<file path="src/rtl/s27_key_pkg.sv">
// Shared types and constants for the s27 key-load controller.
// S27_KEY_PARITY_EN adds a trailing even-parity bit to every key fetch.
package s27_key_pkg;

    typedef enum logic [2:0] {
        IDLE,
        FETCH,
        COMMIT,
        LOADED,
        ERROR
    } key_state_e;

    localparam int KEY_W_DEF  = 9;
    localparam int TO_CYC_DEF = 15;

    // Number of serial transfers that make up one complete key fetch.
    function automatic int xfer_limit(input int key_w);
`ifdef S27_KEY_PARITY_EN
        return key_w + 1;
`else
        return key_w;
`endif
    endfunction

endpackage

</file>
<file path="src/rtl/s27_key_timer.sv">
// Stall timer for the key-memory handshake.
// It counts idle request cycles and saturates at TO_CYC, where expired is raised.
module s27_key_timer #(
    parameter int TO_CYC = 15,
    parameter int TO_W   = 4
) (
    input  logic clk,
    input  logic rst,
    input  logic clear,
    input  logic en,
    output logic expired
);

    localparam logic [TO_W-1:0] LIMIT = TO_W'(TO_CYC);

    logic [TO_W-1:0] count;

    always_ff @(posedge clk) begin
        if (rst || clear)
            count <= '0;
        else if (en && count != LIMIT)
            count <= count + 1'b1;
    end

    assign expired = (count == LIMIT);

endmodule

</file>
<file path="src/rtl/s27_key_ctrl.sv">
// Key-load controller for the logic-locked s27 core: serial fetch, atomic commit, core gating.
// Build with S27_KEY_PARITY_EN to fetch and check an extra even-parity bit.
module s27_key_ctrl
    import s27_key_pkg::*;
#(
    parameter int KEY_W  = KEY_W_DEF,
    parameter int TO_CYC = TO_CYC_DEF,
    parameter int CNT_W  = 4,
    parameter int TO_W   = 4
) (
    input  logic             CK,
    input  logic             RST,
    input  logic             START,
    output logic             KM_REQ,
    input  logic             KM_ACK,
    input  logic             KM_BIT,
    output logic [KEY_W-1:0] KEY,
    output logic             CORE_EN,
    output logic             BUSY,
    output logic             DONE,
    output logic             ERR
);

    localparam logic [CNT_W-1:0] LAST_IDX = CNT_W'(xfer_limit(KEY_W) - 1);

    key_state_e       state;
    logic [CNT_W-1:0] idx;
    logic [KEY_W-1:0] shreg;
    logic             transfer;
    logic             tmr_clear;
    logic             tmr_en;
    logic             expired;
    logic             parity_bad;

    assign transfer  = KM_REQ & KM_ACK;
    assign tmr_en    = (state == FETCH) & ~transfer;
    assign tmr_clear = (state != FETCH) | transfer | START;

`ifdef S27_KEY_PARITY_EN
    localparam logic [CNT_W-1:0] PAR_IDX = CNT_W'(KEY_W);
    logic par_bit;

    always_ff @(posedge CK) begin
        if (RST || START)
            par_bit <= 1'b0;
        else if (state == FETCH && transfer && idx == PAR_IDX)
            par_bit <= KM_BIT;
    end

    assign parity_bad = ^{shreg, par_bit};
`else
    assign parity_bad = 1'b0;
`endif

    s27_key_timer #(
        .TO_CYC (TO_CYC),
        .TO_W   (TO_W)
    ) u_timer (
        .clk     (CK),
        .rst     (RST),
        .clear   (tmr_clear),
        .en      (tmr_en),
        .expired (expired)
    );

    // START restarts from any state, so it is handled ahead of the per-state work.
    always_ff @(posedge CK) begin
        if (RST) begin
            state   <= IDLE;
            idx     <= '0;
            shreg   <= '0;
            KEY     <= '0;
            KM_REQ  <= 1'b0;
            CORE_EN <= 1'b0;
            BUSY    <= 1'b0;
            DONE    <= 1'b0;
            ERR     <= 1'b0;
        end else begin
            DONE <= 1'b0;
            if (START) begin
                state   <= FETCH;
                idx     <= '0;
                shreg   <= '0;
                KEY     <= '0;
                KM_REQ  <= 1'b1;
                CORE_EN <= 1'b0;
                BUSY    <= 1'b1;
                ERR     <= 1'b0;
            end else begin
                case (state)
                    FETCH: begin
                        if (transfer) begin
                            for (int i = 0; i < KEY_W; i++)
                                if (idx == CNT_W'(i))
                                    shreg[i] <= KM_BIT;
                            idx <= idx + 1'b1;
                            if (idx == LAST_IDX) begin
                                state  <= COMMIT;
                                KM_REQ <= 1'b0;
                            end
                        end else if (expired) begin
                            state  <= ERROR;
                            ERR    <= 1'b1;
                            KEY    <= '0;
                            KM_REQ <= 1'b0;
                            BUSY   <= 1'b0;
                        end
                    end
                    COMMIT: begin
                        BUSY <= 1'b0;
                        if (parity_bad) begin
                            state <= ERROR;
                            ERR   <= 1'b1;
                            KEY   <= '0;
                        end else begin
                            state   <= LOADED;
                            KEY     <= shreg;
                            DONE    <= 1'b1;
                            CORE_EN <= 1'b1;
                        end
                    end
                    IDLE, LOADED: begin
                    end
                    ERROR: begin
                        KEY     <= '0;
                        CORE_EN <= 1'b0;
                        KM_REQ  <= 1'b0;
                    end
                    default: state <= IDLE;
                endcase
            end
        end
    end

endmodule

</file>
<file path="config.mk">
export PLATFORM = sky130hd
export DESIGN_NAME = s27_key_ctrl
export DESIGN_NICKNAME = d
export VERILOG_FILES = /design/src/rtl/s27_key_pkg.sv /design/src/rtl/s27_key_timer.sv /design/src/rtl/s27_key_ctrl.sv
export SDC_FILE = /design/constraint.sdc
export NUM_CORES = 1
export LEC_CHECK = 0
export ABC_AREA = 1
export CAP_MARGIN = 25
export CORE_MARGIN = 2
export CORE_UTILIZATION = 25
export DETAILED_ROUTE_END_ITERATION = 7
export GPL_ROUTABILITY_DRIVEN = 1
export PLACE_DENSITY_LB_ADDON = 0.1
export RECOVER_POWER = 25
export SLEW_MARGIN = 40
export SYNTH_ARGS = -nofsm -noshare
export SYNTH_HDL_FRONTEND = slang
export SYNTH_SLANG_ARGS = --single-unit
</file>
<file path="constraint.sdc">
create_clock -name CK -period 1.2 [get_ports CK]
set_input_delay 0.24 -clock CK [delete_from_list [all_inputs] [get_ports CK]]
set_output_delay 0.24 -clock CK [all_outputs]
set_load 0.02 [all_outputs]
</file>
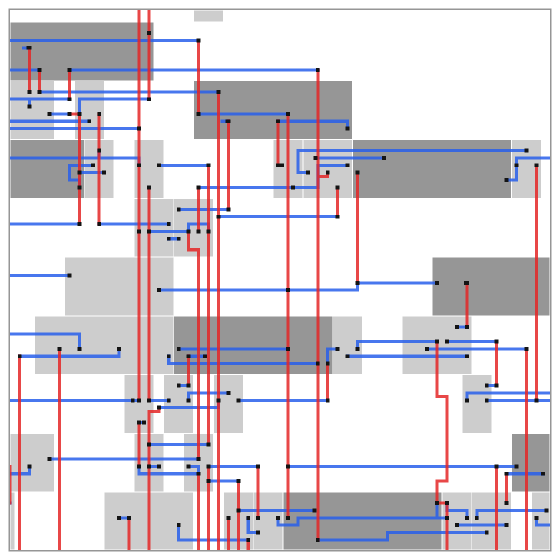
*Layout detail, run 1*
Window x 49 to 74, y 49 to 74 µm. Cells in gray, sequential cells in the stronger gray; small squares are vias.
| layer | color |
|---|---|
| metal 2 | red |
| metal 1 | blue |
cells with their middle in the window: 32
most frequent: nand2_1 (9), dfxtp_1 (6), nor2_1 (4)
sequential cells in the window: 6
netlist names of flops here include: KEY (3), shreg (3)

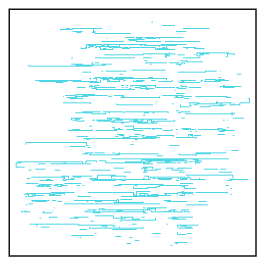
*Met1 routing, run 1*
Drawn at 3 px/µm.
nets with wire on the layer: 248
wire length on this layer: 2050 µm
longest straight run: 39.1 µm
main direction: horizontal
share of all routed wire: 50%

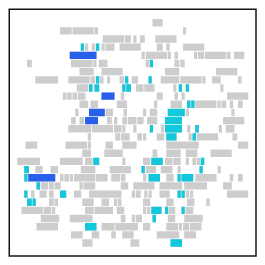
*Gate families picked out, run 1*
Drawn at 3 px/µm.
| family | color | cells |
|---|---|---|
| fa/ha/maj cells | blue | 5 |
| nor cells | cyan | 44 |

==> results.txt, run 1 <==
Summary of the current implementation state.

- The number of synthesized flops with an enable pin is 0, for reference.
- The finished design was reported to have a net count of about 280.
- The startpoint of the most critical hold path is START, for reference.
- The maximum buffer depth of the clock tree is 2, for reference.
- After global routing, the most crowded layer is met2.
- The post-synth register bit count is 34.
- The worst relative slew slack is 81.7%, for reference.
- In the finished layout, the clock tree contains a buffer count of 5.
- The clock tree from TritonCTS is done, for reference.
- In this run the biggest area consumer among cell types represents approximately 45% of the synthesized area.
- The tally of max-capacitance violations is 0, for reference.
- Post-synth the commonest register cell is dfxtp_1.
- The sequential cells in the finished layout cover a total of slightly below 700 µm².
- The largest fanout on the critical path is 6, for reference.
- Signal routing reaches up to met4.
- The logic share of the area is between 30% and 40%, for reference.
- The category of the worst setup path launch point is a flip-flop, for reference.
- The area share of buffers outside the clock network is 18.6%, for reference.
- The met3 track demand over resource is under 10%, for reference.
- The aggregate global-route resource usage is 12.9%, for reference.
- The area of the synthesized netlist per yosys stat is 1510 µm², for reference.
- The share of power burned in registers is between 40% and 50%, for reference.
- The slack of the critical path is -24.7 ps, for reference.
- The flow ran to the end, but the final reports show violations.
- The layout has approximately 640 filler cells.
- The sequential power reported by the tool is 1.16 mW.
- In this run the full chip footprint comes out at 6680 µm².
- The last timing report of the flow puts the setup violation total at 9.
- The checks that failed: negative setup slack.
- The count of TritonRoute iterations in the first routing pass is 4, for reference.
- Looking at the max-slew report, the worst-margin pin has a slew of around 270 ps.
- The number of flip-flops and latches is 34, for reference.
- The slowest stage cell on the critical path is dfxtp_2, for reference.
- The endpoint with the worst hold slack is u_timer.count[0], for reference.
- The power density over the cells is between 1000 and 1500 nW/µm², for reference.
- The most area-hungry cell type in the Yosys netlist is dfxtp_1, for reference.
- The net switching fraction of the power is 22.7%, for reference.
- The CTS sink count is 34, for reference.
- The core region is between 5000 and 6000 µm².
- The power consumed by combinational cells is between 0.2 and 0.3 mW, for reference.
- The clock root buffer master is clkbuf_8, for reference.
- Hold timing on the final database bottoms out at a slack of 414 ps.
- The met1 track demand over resource is 16.9%, for reference.
-- run 1: how the worst max path moves through the flow --
stage | start | to | slack (ps)
after floorplan | u_timer.count[0] | u_timer.count[0] | 20
after global placement | KM_ACK | shreg[0] | -350
after detailed placement | KM_ACK | shreg[2] | -370
after CTS | state[2] | shreg[0] | -20
after global routing | state[0] | shreg[0] | -120
final | state[2] | KEY[0] | -20
-- run 1: synthesized netlist by cell type (2+ instances only) --
cell / number
nand2_1: 52
dfxtp_1: 34
nor2_1: 30
inv_1: 19
nand3_1: 13
o21ai_0: 13
a21oi_1: 11
nor3_1: 6
ha_1: 5
inv_2: 3
nor2_4: 3
nor3_2: 3
o22ai_1: 3
nand2_2: 2
nand3_2: 2
nor2_2: 2
-- run 1: stage by stage --
stage,std cells,worst slack (ps)
2_1_floorplan,206,18.6
3_3_place_gp,328,-346
3_5_place_dp,328,-371
4_1_cts,337,-19.0
5_1_grt,341,-120
6_report,341,-24.7
-- run 1: cells by family after synthesis --
kind of cell | count (synthesis) | share of synthesized area [%]
compound gates | 27 | 9.19
buf+inv | 25 | 6.79
fa+ha+maj | 5 | 4.14
flops | 34 | 45.0
simple gates | 114 | 34.3
xor+xnor | 1 | 0.580
-- run 1: worst min-delay path: stages --
cell and delay (ps):
dlymetal6s2s_1 160, nor2_4 80, nand2_1 140, a21oi_1 50
-- run 1: timing repair --
action / in CTS / in global routing
setup buffers: 1 / 3
hold endpoints to repair: 0 / 0
pin swaps: 7 / 6
gates cloned: 0 / 1
resized: 68 / 48
setup endpoints to repair: 45 / 42
-- run 1: sequential cells by signal, indices dropped and copies added (netlist names) --
register,count
shreg,9
CORE_EN,1
BUSY,1
u_timer.count,4
DONE,1
state,3
KEY,9
idx,4
KM_REQ,1
ERR,1
### Track usage over the die, run 1

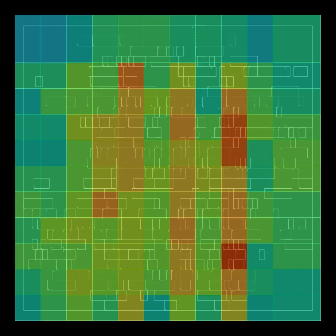

## Run 2: what changed since run 1
MAX_ROUTING_LAYER = met4   (was not set)
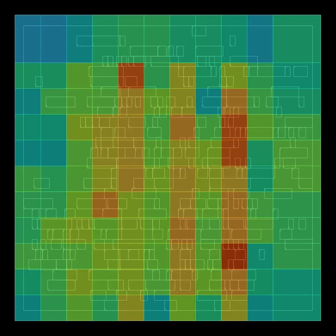
*Track usage over the die, run 2*
DR WL/cell: 12.0 µm
GRT Max-Usage Layer: met2

==> run 2 against run 1 <==
Against the previous run:
- the flow still finishes with violations (negative setup slack)
- power about the same
- setup slack hardly changed
- global-route usage up 0.32 points
- sequential share of layout area stayed put
- sequential cell count stayed put
- non-clock buffer count unchanged
- combinational power barely moved
- wire length about the same
- sequential power about the same
- die size stayed put
- highest routed layer unchanged
==> results.txt, run 2 <==
Summary of the current implementation state.

- In the synthesized netlist, the cells that appear most often are 52 x nand2_1, 34 x dfxtp_1, 30 x nor2_1, 19 x inv_1.
- Looking at the clock tree report, the maximum root-to-sink buffer count equals 2.
- The clock tree from TritonCTS is done, for reference.
- The flow ran to the end, but the final reports show violations.
- The slack of the critical path is -24.7 ps, for reference.
- The area share of the largest cell type after synthesis is about 45%, for reference.
- In the post-synthesis netlist, the cell with the most instances is nand2_1.
- Looking at the cell usage after synthesis, the top flip-flop cell is dfxtp_1.
- The global routing report lists met1 layer usage as between 15 and 20%.
- Of all nets on the critical path, the largest fanout is 6.
- In the final layout, the registers with the most flip-flops are KEY x9, shreg x9.
- Global routing consumed, over all layers together, 13.2% of the routing resources.
- The first detailed-routing pass ran for 4 iterations.
- The CTS sink count is 34, for reference.
- The most area-hungry cell type in the Yosys netlist is dfxtp_1, for reference.
- The area of the synthesized netlist per yosys stat is ~1500 µm², for reference.
- The endpoint identified for the worst register-to-register timing path is KEY[0].
- The region available for standard cell placement spans approximately 6000 µm².
- The checks that failed: negative setup slack.
- The area of the mapped netlist is 1510 µm², for reference.
- The start point of the critical path is state[2], for reference.
- The worst setup path is launched from a flip-flop.
- Before CTS, the worst setup slack after placement is -371 ps.
- The worst relative slew slack is just over 80%, for reference.
- The number of synthesized flops with an enable pin is 0, for reference.
- CTS placed an instance of clkbuf_8 at the clock tree root.
- Hold timing on the final database bottoms out at a slack of roughly 410 ps.
- The clock transition at the register clock pins on the worst setup and hold paths after CTS is ~80 ps, for reference.
- The overall chip area is 6680 µm², for reference.
- Routed signal wires occupy layers up through met4.
- The tally of max-capacitance violations is 0, for reference.
- The count of state elements after synthesis is 34, for reference.
- Routing resource usage on met3 recorded by global route was ~2.6%.
- In the final design database the tool counted 275 nets.
- The count of endpoints failing setup in the final report is 10, for reference.
- The actual transition at the worst max-transition pin is about 280 ps, for reference.
- After synthesis, the mean cell area works out to approximately 7.3 µm².
## run 2: cell counts in the layout (fill, tap and decap cells not counted)
Identical to the previous run, type by type.
## run 2: through the flow
step | setup TNS, ps | instance area [µm²] | instances | total power, mW | util [%]
after floorplan | 0 | 1520 | 206 | 1.29 | -
after global placement | -9220 | 2020 | 328 | 1.40 | 34.4
after detailed placement | -9500 | 2020 | 328 | 1.39 | 34.4
after CTS | -101 | 2300 | 337 | 2.73 | 39.0
after global routing | -1900 | 2410 | 341 | 2.84 | 41.0
final | -117 | 2410 | 341 | 2.71 | 41.0
## run 2: worst max path at each step
stage,to,slack (ps),cells past startpoint
finish,KEY[0],-20,7
global route,shreg[0],-120,7
CTS,shreg[0],-20,7
detailed placement,shreg[2],-370,9
global placement,shreg[0],-350,7
floorplan,u_timer.count[0],20,5
## run 2: critical path, cell delays in order, from the launching register on
cell     delay [ps]
dfxtp_2         340
buf_4           140
nor2_4           90
nand2_4          90
nor2_2          230
buf_4           160
nand2_1          60
o21ai_2          50
## run 2: kinds of logic after synthesis
logic type	Yosys count	synth area share, %
buf+inv	25	6.79
fa+ha+maj	5	4.14
xor+xnor	1	0.580
flops	34	45.0
compound gates	27	9.19
simple gates	114	34.3
## run 2: cell type report
type                            instances  area, µm²
Tap cell                               75       93.8
Sequential cell                        34        692
Inverter                               22       82.6
Timing Repair Buffer                   54        449
Clock buffer                            5       68.8
Multi-Input combinational cell        148        956
Clock inverter                          3       68.8
Fill cell                             636       3470
## run 2: what timing repair did
action,4_1_cts,5_1_grt
cloned,0,1
setup buffers,1,3
gates resized,68,48
setup endpoints to repair,45,42
pin swaps,7,6
## run 2: power by group
group	internal [mW]	switching, mW
logic	0.121	0.149
clock network	0.833	0.452
registers	1.14	0.0151
total	2.10	0.616
### Register map, names as in the netlist, run 2

Drawn at 6 px/µm. Other sequential cells in the stronger gray, the rest of the logic in the fainter gray.
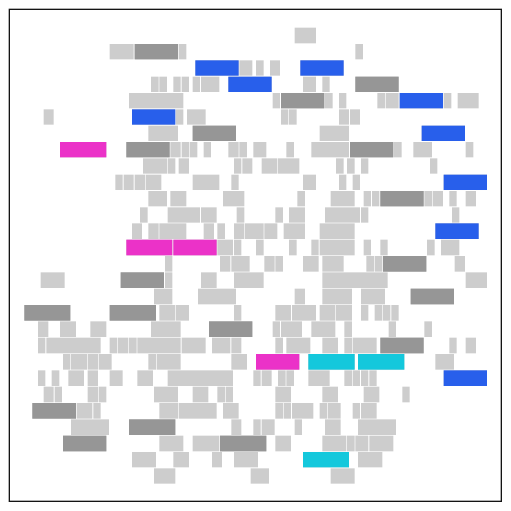

## Run 3: what changed since run 2
DONT_BUFFER_PORTS = 1   (was not set)
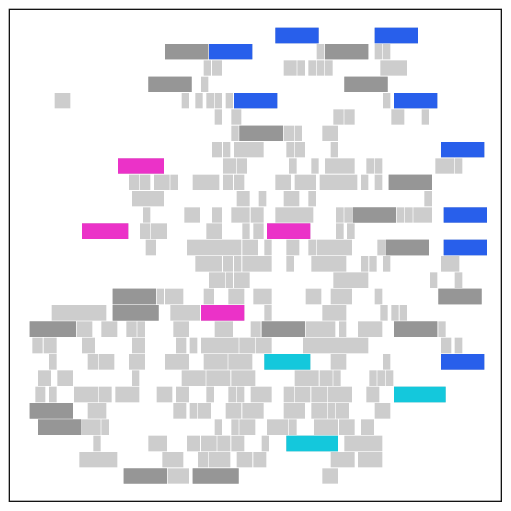
*Register map, names as in the netlist, run 3*
Drawn at 6 px/µm. Other sequential cells in the stronger gray, the rest of the logic in the fainter gray.
| name in the netlist | color | flops |
|---|---|---|
| state | cyan | 3 |
| idx | magenta | 4 |
| KEY | blue | 9 |
not colored: 18

==> run 3 against run 2 <==
Against the previous run:
- critical endpoint is now BUSY
- clock power shrank 18%
- setup slack gained 15 ps
- cell count shrank 4.1%
- highest routed layer unchanged
- design area shrank 4.5%
- the run still ends with negative setup slack left
- count of clock-buffer cells in the layout is the same
- clock skew shrank 5.3 ps
- combinational power shrank 8.5%
- hold slack lost 330 ps
- sequential share of layout area grew 1.5 points
==> results.txt, run 3 <==
Summary of the current implementation state.

- The flow ran to the end, but the final reports show violations.
- The final reports fail on negative setup slack.
- The net switching fraction of the power is between 20% and 30%, for reference.
- The number of flip-flops and latches is 34, for reference.
- The largest fanout on the critical path is 4, for reference.
- The slack of the critical path is -9.50 ps, for reference.
- In this run, power in flip-flops and latches comes to 1.16 mW.
- The area of the synthesized netlist per yosys stat is 1510 µm², for reference.
- The worst setup path is launched from a flip-flop.
- The class occupying the most area after layout is reported as multi-input combinational cells.
- The layout multi-input combinational cell count is 148, for reference.
- The clock tree from TritonCTS is done, for reference.
- The registers reported with the highest flop counts are KEY x9, shreg x9.
- The post-synth count of flops with an enable pin is 0.
- The share of total power dissipated in combinational logic is 10.1%.
- At the pin with the least slew margin, the transition time is about 270 ps.
- The met1 track demand over resource is between 10% and 20%, for reference.
- The maximum buffer depth of the clock tree is 2, for reference.
- The non-clock buffer count in the final layout is about 40, for reference.
- After the last flow step, the layout net total stands at between 200 and 300.
- The share of power burned in registers is 47.3%, for reference.
- For this design the ratio of total power to cell area is between 1000 and 1500 nW/µm².
- The clock net in this run drives a total of 34 sinks.
- The clock transition at the register clock pins on the worst setup and hold paths after CTS is about 70 ps, for reference.
- Following the worst setup path forward leads to its endpoint at BUSY.
- The clock network power reported by the tool is between 1 and 1.5 mW.
- After floorplanning, the core was sized to cover around 5900 µm².
- The logic share of the area is approximately 43%, for reference.
- The final instance area is about 2300 µm², for reference.
- The clock network fraction of design power is between 40% and 50%, for reference.
- The fraction of area in registers is 30.2%, for reference.
- The worst relative slew slack is 82.3%, for reference.
- The power report lists cell-internal power as around 1.9 mW.
- Summed over all combinational cells, the power is roughly 0.25 mW.
- The flow inserted 75 tap cells.
- Signal nets in the final route climb as high as met4.
- The clock buffer count is 5, for reference.
- Endpoints with negative setup slack in the final report add up to 3.
- Per STA, the startpoint of the critical path is state[1].
[run 3: cell types whose count changed in the layout (fill, tap and decap cells not counted), moves of 4 or more]
cell and change:
clkbuf_2 -6, o21ai_0 +4, buf_4 +4, nor2_1 -7, nor2_2 +7, o21ai_1 -4
nand2_1 -4, clkdlybuf4s15_2 -4
[run 3: how the worst min path moves through the flow]
stage          startpoint        to  slack (ps)  depth (start not counted)
2_1_floorplan         RST    KM_REQ         300                          1
3_3_place_gp          RST    KM_REQ         300                          1
3_5_place_dp          RST    KM_REQ         310                          1
4_1_cts               RST  state[0]           5                          1
5_1_grt            KM_BIT  shreg[4]          80                          2
6_report           KM_BIT  shreg[4]          90                          2
[run 3: metrics by stage]
stage / hold WS (ps) / total power, mW / TNS, ps / util (%)
floorplan: 302 / 1.29 / 0 / -
global placement: 303 / 1.35 / -922 / 30.6
detailed placement: 305 / 1.35 / -1200 / 30.6
CTS: 4.99 / 2.44 / -71.3 / 34.4
global route: 81.3 / 2.56 / -1350 / 39.1
finish: 88.3 / 2.46 / -25.4 / 39.1
[run 3: logic make-up after synthesis]
kind of cell | Yosys count | share of synthesized area, %
XOR/XNOR | 1 | 0.580
buffers and inverters | 25 | 6.79
flip-flops | 34 | 45.0
adder cells (fa/ha/maj) | 5 | 4.14
AND-OR/OR-AND | 27 | 9.19
AND/OR/NAND/NOR | 114 | 34.3
[run 3: repair_timing]
item | 4_1_cts | 5_1_grt
resized | 25 | 58
endpoints found under the setup margin | 22 | 28
pin swaps | 4 | 18
hold buffers | 1 | 1
cloned | 0 | 1
hold endpoints to repair | 1 | 2
buffers inserted | 3 | 7
[run 3: critical path, stage by stage, from the launching register on]
cell	delay, ps
dfxtp_4	370
inv_4	60
nand3_4	90
nor2_4	220
nand2_4	110
buf_6	150
nand3_2	50
a21oi_2	50
No activity file was given, so power comes from the tool's default toggle rates.
